===== config.mk =====
export PLATFORM = sky130hd
export DESIGN_NAME = load_store_unit
export DESIGN_NICKNAME = d
export VERILOG_FILES = /design/src/rtl/load_store_unit.sv
export SDC_FILE = /design/constraint.sdc
export NUM_CORES = 1
export LEC_CHECK = 0
export ABC_AREA = 1
export CELL_PAD_IN_SITES_DETAIL_PLACEMENT = 2
export CELL_PAD_IN_SITES_GLOBAL_PLACEMENT = 2
export CORE_MARGIN = 4
export CORE_UTILIZATION = 24
export DETAILED_ROUTE_END_ITERATION = 6
export MAX_ROUTING_LAYER = met4
export PLACE_DENSITY = 0.83
export SYNTH_ARGS = -nofsm -noshare
export SYNTH_HDL_FRONTEND = slang
export SYNTH_SLANG_ARGS = --single-unit

===== constraint.sdc =====
create_clock -name clk -period 3.1 [get_ports clk]
set_input_delay 0.93 -clock clk [delete_from_list [all_inputs] [get_ports clk]]
set_output_delay 0.93 -clock clk [all_outputs]
set_load 0.01 [all_outputs]

===== src/rtl/load_store_unit.sv =====
`default_nettype none
// ============================================================================
// Module   : load_store_unit
// Purpose  : RV32I load/store execution (LB/LH/LW/LBU/LHU/SB/SH/SW) between
//            the execute stage and data memory. Computes the effective
//            address, checks alignment and funct3 legality, and runs a
//            request/acknowledge handshake with timeout. Stores get byte-lane
//            steering; loads get lane extraction and sign/zero extension, and
//            the result goes to the register-file write port.
// Ports    : clk, reset (sync, active-high)
//            start/is_store/funct3/base/offset/store_data/rd : request in
//            busy/done/error                                 : status out
//            mem_req/mem_we/mem_addr/mem_be/mem_wdata        : memory request
//            mem_rdata/mem_ack                               : memory response
//            rf_write_enable/rf_addr/rf_write_data           : reg_file write
// Revision : 1.0 - initial release
// ============================================================================
module load_store_unit #(
    parameter int MEM_TIMEOUT = 64
) (
    input  logic        clk,
    input  logic        reset,
    input  logic        start,
    input  logic        is_store,
    input  logic [2:0]  funct3,
    input  logic [31:0] base,
    input  logic [31:0] offset,
    input  logic [31:0] store_data,
    input  logic [4:0]  rd,
    output logic        busy,
    output logic        done,
    output logic        error,
    output logic        mem_req,
    output logic        mem_we,
    output logic [31:0] mem_addr,
    output logic [3:0]  mem_be,
    output logic [31:0] mem_wdata,
    input  logic [31:0] mem_rdata,
    input  logic        mem_ack,
    output logic        rf_write_enable,
    output logic [4:0]  rf_addr,
    output logic [31:0] rf_write_data
);

    // Counter is wide enough to hold MEM_TIMEOUT itself.
    localparam int                 c_cnt_w   = (MEM_TIMEOUT < 2) ? 1 : $clog2(MEM_TIMEOUT + 1);
    localparam logic [c_cnt_w-1:0] c_timeout = c_cnt_w'(MEM_TIMEOUT);

    typedef enum logic [1:0] {
        ST_IDLE   = 2'd0,
        ST_ACCESS = 2'd1,
        ST_FINISH = 2'd2
    } state_t;

    state_t               r_state, w_state_nxt;
    logic [c_cnt_w-1:0]   r_cnt, w_cnt_nxt, w_cnt_inc;
    logic                 r_is_store, w_is_store_nxt;
    logic [2:0]           r_funct3, w_funct3_nxt;
    logic [1:0]           r_ofs, w_ofs_nxt;
    logic [4:0]           r_rd, w_rd_nxt;

    logic                 w_busy_nxt, w_done_nxt, w_error_nxt;
    logic                 w_mem_req_nxt, w_mem_we_nxt;
    logic [31:0]          w_mem_addr_nxt, w_mem_wdata_nxt;
    logic [3:0]           w_mem_be_nxt;
    logic                 w_rf_we_nxt;
    logic [4:0]           w_rf_addr_nxt;
    logic [31:0]          w_rf_data_nxt;

    // Request decode, evaluated on the incoming request fields
    logic [31:0]          w_ea;
    logic [1:0]           w_ofs;
    logic                 w_bad_f3;
    logic                 w_misaligned;
    logic [3:0]           w_be;
    logic [31:0]          w_wdata;

    // Load result extraction, evaluated on latched request fields
    logic [7:0]           w_ld_byte;
    logic [15:0]          w_ld_half;
    logic [31:0]          w_ld_data;

    assign w_cnt_inc = r_cnt + c_cnt_w'(1);

    always_comb begin
        w_ea    = base + offset;
        w_ofs   = w_ea[1:0];
        if (is_store) begin
            w_bad_f3 = (funct3 > 3'd2);
        end else begin
            w_bad_f3 = (funct3 == 3'd3) || (funct3 == 3'd6) || (funct3 == 3'd7);
        end
        // funct3[1:0] encodes access size: 0 byte, 1 half, 2 word.
        w_misaligned = ((funct3[1:0] == 2'd1) && w_ofs[0]) ||
                       ((funct3[1:0] == 2'd2) && (w_ofs != 2'b00));

        // Loads always read the full word; lane selection happens on return.
        w_be    = 4'b1111;
        w_wdata = store_data;
        if (is_store) begin
            case (funct3[1:0])
                2'd0: begin
                    w_be    = 4'b0001 << w_ofs;
                    w_wdata = {4{store_data[7:0]}};
                end
                2'd1: begin
                    w_be    = w_ofs[1] ? 4'b1100 : 4'b0011;
                    w_wdata = {2{store_data[15:0]}};
                end
                default: begin
                    w_be    = 4'b1111;
                    w_wdata = store_data;
                end
            endcase
        end
    end

    always_comb begin
        w_ld_byte = mem_rdata[{r_ofs, 3'b000} +: 8];
        w_ld_half = mem_rdata[{r_ofs[1], 4'b0000} +: 16];
        case (r_funct3)
            3'd0:    w_ld_data = {{24{w_ld_byte[7]}}, w_ld_byte};
            3'd1:    w_ld_data = {{16{w_ld_half[15]}}, w_ld_half};
            3'd4:    w_ld_data = {24'd0, w_ld_byte};
            3'd5:    w_ld_data = {16'd0, w_ld_half};
            default: w_ld_data = mem_rdata;
        endcase
    end

    // Next-state and next-output logic; every output is registered below.
    always_comb begin
        w_state_nxt     = r_state;
        w_cnt_nxt       = r_cnt;
        w_is_store_nxt  = r_is_store;
        w_funct3_nxt    = r_funct3;
        w_ofs_nxt       = r_ofs;
        w_rd_nxt        = r_rd;
        w_busy_nxt      = 1'b0;
        w_done_nxt      = 1'b0;
        w_error_nxt     = 1'b0;
        w_mem_req_nxt   = 1'b0;
        w_mem_we_nxt    = mem_we;
        w_mem_addr_nxt  = mem_addr;
        w_mem_be_nxt    = mem_be;
        w_mem_wdata_nxt = mem_wdata;
        w_rf_we_nxt     = 1'b0;
        w_rf_addr_nxt   = rf_addr;
        w_rf_data_nxt   = rf_write_data;

        case (r_state)
            ST_IDLE: begin
                if (start) begin
                    w_is_store_nxt = is_store;
                    w_funct3_nxt   = funct3;
                    w_ofs_nxt      = w_ofs;
                    w_rd_nxt       = rd;
                    w_busy_nxt     = 1'b1;
                    w_cnt_nxt      = '0;
                    if (w_bad_f3 || w_misaligned) begin
                        // Rejected request: report immediately, no bus access.
                        w_state_nxt = ST_FINISH;
                        w_done_nxt  = 1'b1;
                        w_error_nxt = 1'b1;
                    end else begin
                        w_state_nxt     = ST_ACCESS;
                        w_mem_req_nxt   = 1'b1;
                        w_mem_we_nxt    = is_store;
                        w_mem_addr_nxt  = {w_ea[31:2], 2'b00};
                        w_mem_be_nxt    = w_be;
                        w_mem_wdata_nxt = w_wdata;
                    end
                end
            end

            ST_ACCESS: begin
                w_busy_nxt = 1'b1;
                if (mem_ack && mem_req) begin
                    w_state_nxt   = ST_FINISH;
                    w_done_nxt    = 1'b1;
                    w_rf_we_nxt   = !r_is_store && (r_rd != 5'd0);
                    w_rf_addr_nxt = r_rd;
                    w_rf_data_nxt = w_ld_data;
                end else if ((MEM_TIMEOUT != 0) && (w_cnt_inc == c_timeout)) begin
                    w_state_nxt = ST_FINISH;
                    w_done_nxt  = 1'b1;
                    w_error_nxt = 1'b1;
                    w_cnt_nxt   = '0;
                end else begin
                    w_mem_req_nxt = 1'b1;
                    if (MEM_TIMEOUT != 0) begin
                        w_cnt_nxt = w_cnt_inc;
                    end
                end
            end

            ST_FINISH: begin
                w_state_nxt = ST_IDLE;
                w_cnt_nxt   = '0;
            end

            default: begin
                w_state_nxt = ST_IDLE;
            end
        endcase
    end

    always_ff @(posedge clk) begin
        if (reset) begin
            r_state         <= ST_IDLE;
            r_cnt           <= '0;
            r_is_store      <= 1'b0;
            r_funct3        <= 3'd0;
            r_ofs           <= 2'd0;
            r_rd            <= 5'd0;
            busy            <= 1'b0;
            done            <= 1'b0;
            error           <= 1'b0;
            mem_req         <= 1'b0;
            mem_we          <= 1'b0;
            mem_addr        <= 32'd0;
            mem_be          <= 4'd0;
            mem_wdata       <= 32'd0;
            rf_write_enable <= 1'b0;
            rf_addr         <= 5'd0;
            rf_write_data   <= 32'd0;
        end else begin
            r_state         <= w_state_nxt;
            r_cnt           <= w_cnt_nxt;
            r_is_store      <= w_is_store_nxt;
            r_funct3        <= w_funct3_nxt;
            r_ofs           <= w_ofs_nxt;
            r_rd            <= w_rd_nxt;
            busy            <= w_busy_nxt;
            done            <= w_done_nxt;
            error           <= w_error_nxt;
            mem_req         <= w_mem_req_nxt;
            mem_we          <= w_mem_we_nxt;
            mem_addr        <= w_mem_addr_nxt;
            mem_be          <= w_mem_be_nxt;
            mem_wdata       <= w_mem_wdata_nxt;
            rf_write_enable <= w_rf_we_nxt;
            rf_addr         <= w_rf_addr_nxt;
            rf_write_data   <= w_rf_data_nxt;
        end
    end

endmodule
`default_nettype wire


Fig. 1: clock network drawn from the DEF
(2 px per um)
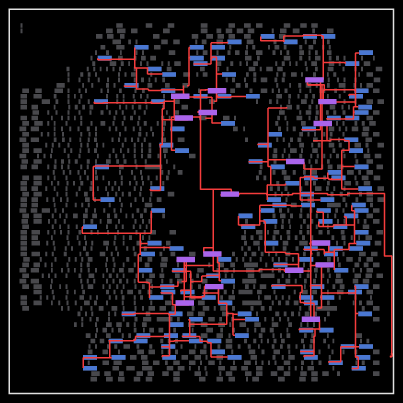
[clock drivers] purple | count: 17
[flip-flops] blue | count: 129
[clock wires] red | length: 2,310 um
routed clock nets: 18
Clock power frac: 37.9%
clock latency at the later pin of the worst-skew pair: 0.43 ns
worst clock skew: 0.0118 ns
P_clk: 2020 uW

Fig. 2: local utilization
(2 px per um) The die is cut into 19 by 19 equal tiles; dark blue is low, red is high, 0 to 100% covered.
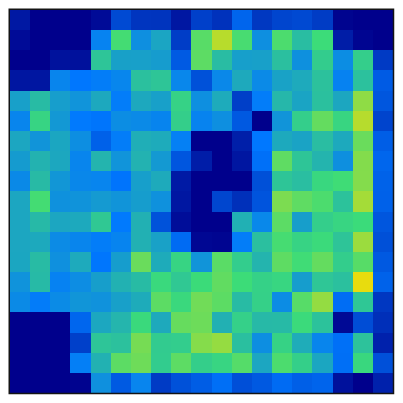
fullest tile: 72%
nearly empty tiles: 11%
mean over tiles: 31%
Util after Layout: 35.9%
core box area: 0.0329 sq mm
floorplan core density: 24.5%

==> impl_metrics.ini <==
; physical design summary
[yosys]
edf_count = 0
syn-instance-count = 1269
yosysWarningCount = 0
synth-async-reset-ratio_pct = 0
synth_top_flop_cell = dfxtp_1

[drt]
drt_iter0_markers = 343
vias = 9262
via_per_inst = 4.68
drt_first_pass_iters = 4
route.met3.wl_mm = 1.09
wl_met1_mm = 15.6
dr.max_layer_used = met4
drc_errors = 0

[place]
dp_slack_ns = -0.400

[global_route]
grt_max_degree = 61
grt_busiest_layer = met2
grt_pass1_wl_mm = 54.8
grt_use_met3_pct = 2.30
grt_pass1_vias = 9971
antenna_found_initial = 0

[timing]
holdWs_ns = 0.444
fin_setup_tns_ns = 0
setup_viol = 0
setup_ws_ns = 0.0895
fin_crit_ns = 3.01
fin_crit_sh_pct = 97.1
relSlewSlack_pct = 46.2

[final_layout]
n_antenna_cell = 0
area_growth_pct = 46.3
fillers = 3947

[cts]
cts_tree = built
cts_resized = 0
cts_buffers = 17
clkTransAtPathRegs_ns = 0.07

[worst_setup_path]
crit_type = primary input to flop
r2r_cells = 9
worstPathRequired_ns = 3.49
cp.arrival_ns = 3.40
worst_setup_path_start_kind = primary input

[die]
die_w_um = 191
die_h_um = 191
io_pins = 252
die_area_sq_mm = 0.0366

[run]
cap_violations = 0

[outcome]
status = completed

[power_and_ir_drop]
powerDensity_mw_per_mm2 = 453
Fig. 3: M4 wires
(2 px per um) Supply wires on this layer in gray.
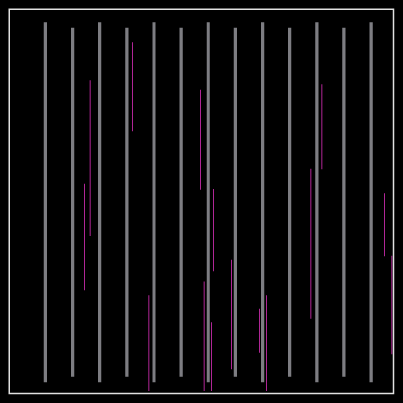
share of all routed wire: 2.0%
longest straight run: 77.5 um
nets with wire on the layer: 11
main direction: vertical
wire length on this layer: 722 um

-- cells in the final DEF, fill, tap and decap left out, types with 3 or more instances in the layout --
cell type	instances
nand2_1	316
clkdlybuf4s50_1	249
inv_1	212
nor2_1	132
dfxtp_1	129
a21oi_1	99
o21ai_0	96
nand3_1	58
ha_1	31
buf_4	28
o21a_1	21
clkbuf_16	18
o211ai_1	15
nor3_1	14
xnor2_1	10
xor2_1	9
o22ai_1	9
a21o_1	9
o211a_1	8
o221ai_1	8
o32ai_1	7
inv_6	7
nand4_1	5
inv_2	5
nor2_2	5
o21bai_1	4
buf_12	4
o21ai_1	3
clkinvlp_4	3
-- cells by family after synthesis --
logic type | synth area share [%]
compound gates | 20.5
xor+xnor | 2.06
fa+ha+maj | 5.21
buf+inv | 13.2
flops | 32.0
other cells | 0.0465
simple gates | 26.9
-- critical path: stages --
cell and delay [ns]:
clkdlybuf4s50_1 0.46, ha_2 0.20, fa_2 0.48, inv_2 0.08
nand2_1 0.07, o31ai_2 0.21, nand2_2 0.14, nor2_8 0.24
buf_12 0.15, clkbuf_16 0.17, o21a_1 0.12, o21ai_0 0.08
inv_1 0.05
-- power by group --
group	internal, uW	switching, uW
Combinational	644	831
Sequential	1770	82.3
Clock	1130	896
-- cell type report --
type	count	area (sq um)	area share, %
inverters	219	827	7.01
repair buffers	284	2850	24.1
clock buffers	18	429	3.64
clock inverters	14	143	1.21
multi-input cells	873	4430	37.5
flip-flops and latches	129	2580	21.9
well taps	442	553	4.68
-- Yosys cell counts (2+ instances only) --
cell / n / area [sq um]
nand2_1: 316 / 1190
inv_1: 212 / 796
nor2_1: 132 / 495
dfxtp_1: 129 / 2580
a21oi_1: 99 / 495
o21ai_0: 98 / 490
nand3_1: 58 / 290
ha_1: 32 / 400
buf_2: 21 / 105
o21a_1: 21 / 158
clkbuf_1: 19 / 71.3
o211ai_1: 15 / 113
nor3_1: 14 / 70.1
xnor2_1: 10 / 87.6
a21o_1: 9 / 67.6
o22ai_1: 9 / 56.3
xor2_1: 9 / 78.8
o211a_1: 8 / 80.1
o221ai_1: 8 / 70.1
o32ai_1: 7 / 61.3
inv_2: 5 / 18.8
nand4_1: 5 / 31.3
nor2_2: 5 / 31.3
o21bai_1: 4 / 30.0
buf_1: 3 / 11.3
buf_4: 3 / 22.5
buf_6: 3 / 33.8
nor4_1: 2 / 12.5
-- path summary, 6_finish.rpt --
check | startpoint | end | slack (ns)
max | offset[0] | mem_addr[11] | 0.09
min | r_is_store | rf_write_enable | 0.44
max reg2reg | r_ofs[1] | rf_write_data[16] | 0.74
min reg2reg | r_is_store | rf_write_enable | 0.44
-- sequential cells by signal (all words and copies together), names as in the netlist, 2 cells and up --
| signal | flops |
|---|---|
| r_ofs | 2 |
| r_funct3 | 3 |
| r_rd | 5 |
| mem_wdata | 32 |
| r_cnt | 7 |
| mem_be | 4 |
| r_state | 2 |
| rf_write_data | 32 |
| rf_addr | 5 |
| mem_addr | 30 |
-- stage by stage --
stage,instance area (sq um),cells
2_1_floorplan,8070,1270
3_3_place_gp,11200,1944
4_1_cts,11700,1976
6_report,11800,1979
5_1_grt,11800,1979
3_5_place_dp,11200,1944
Power figures rest on the tool's default switching activity, not on a simulated workload.
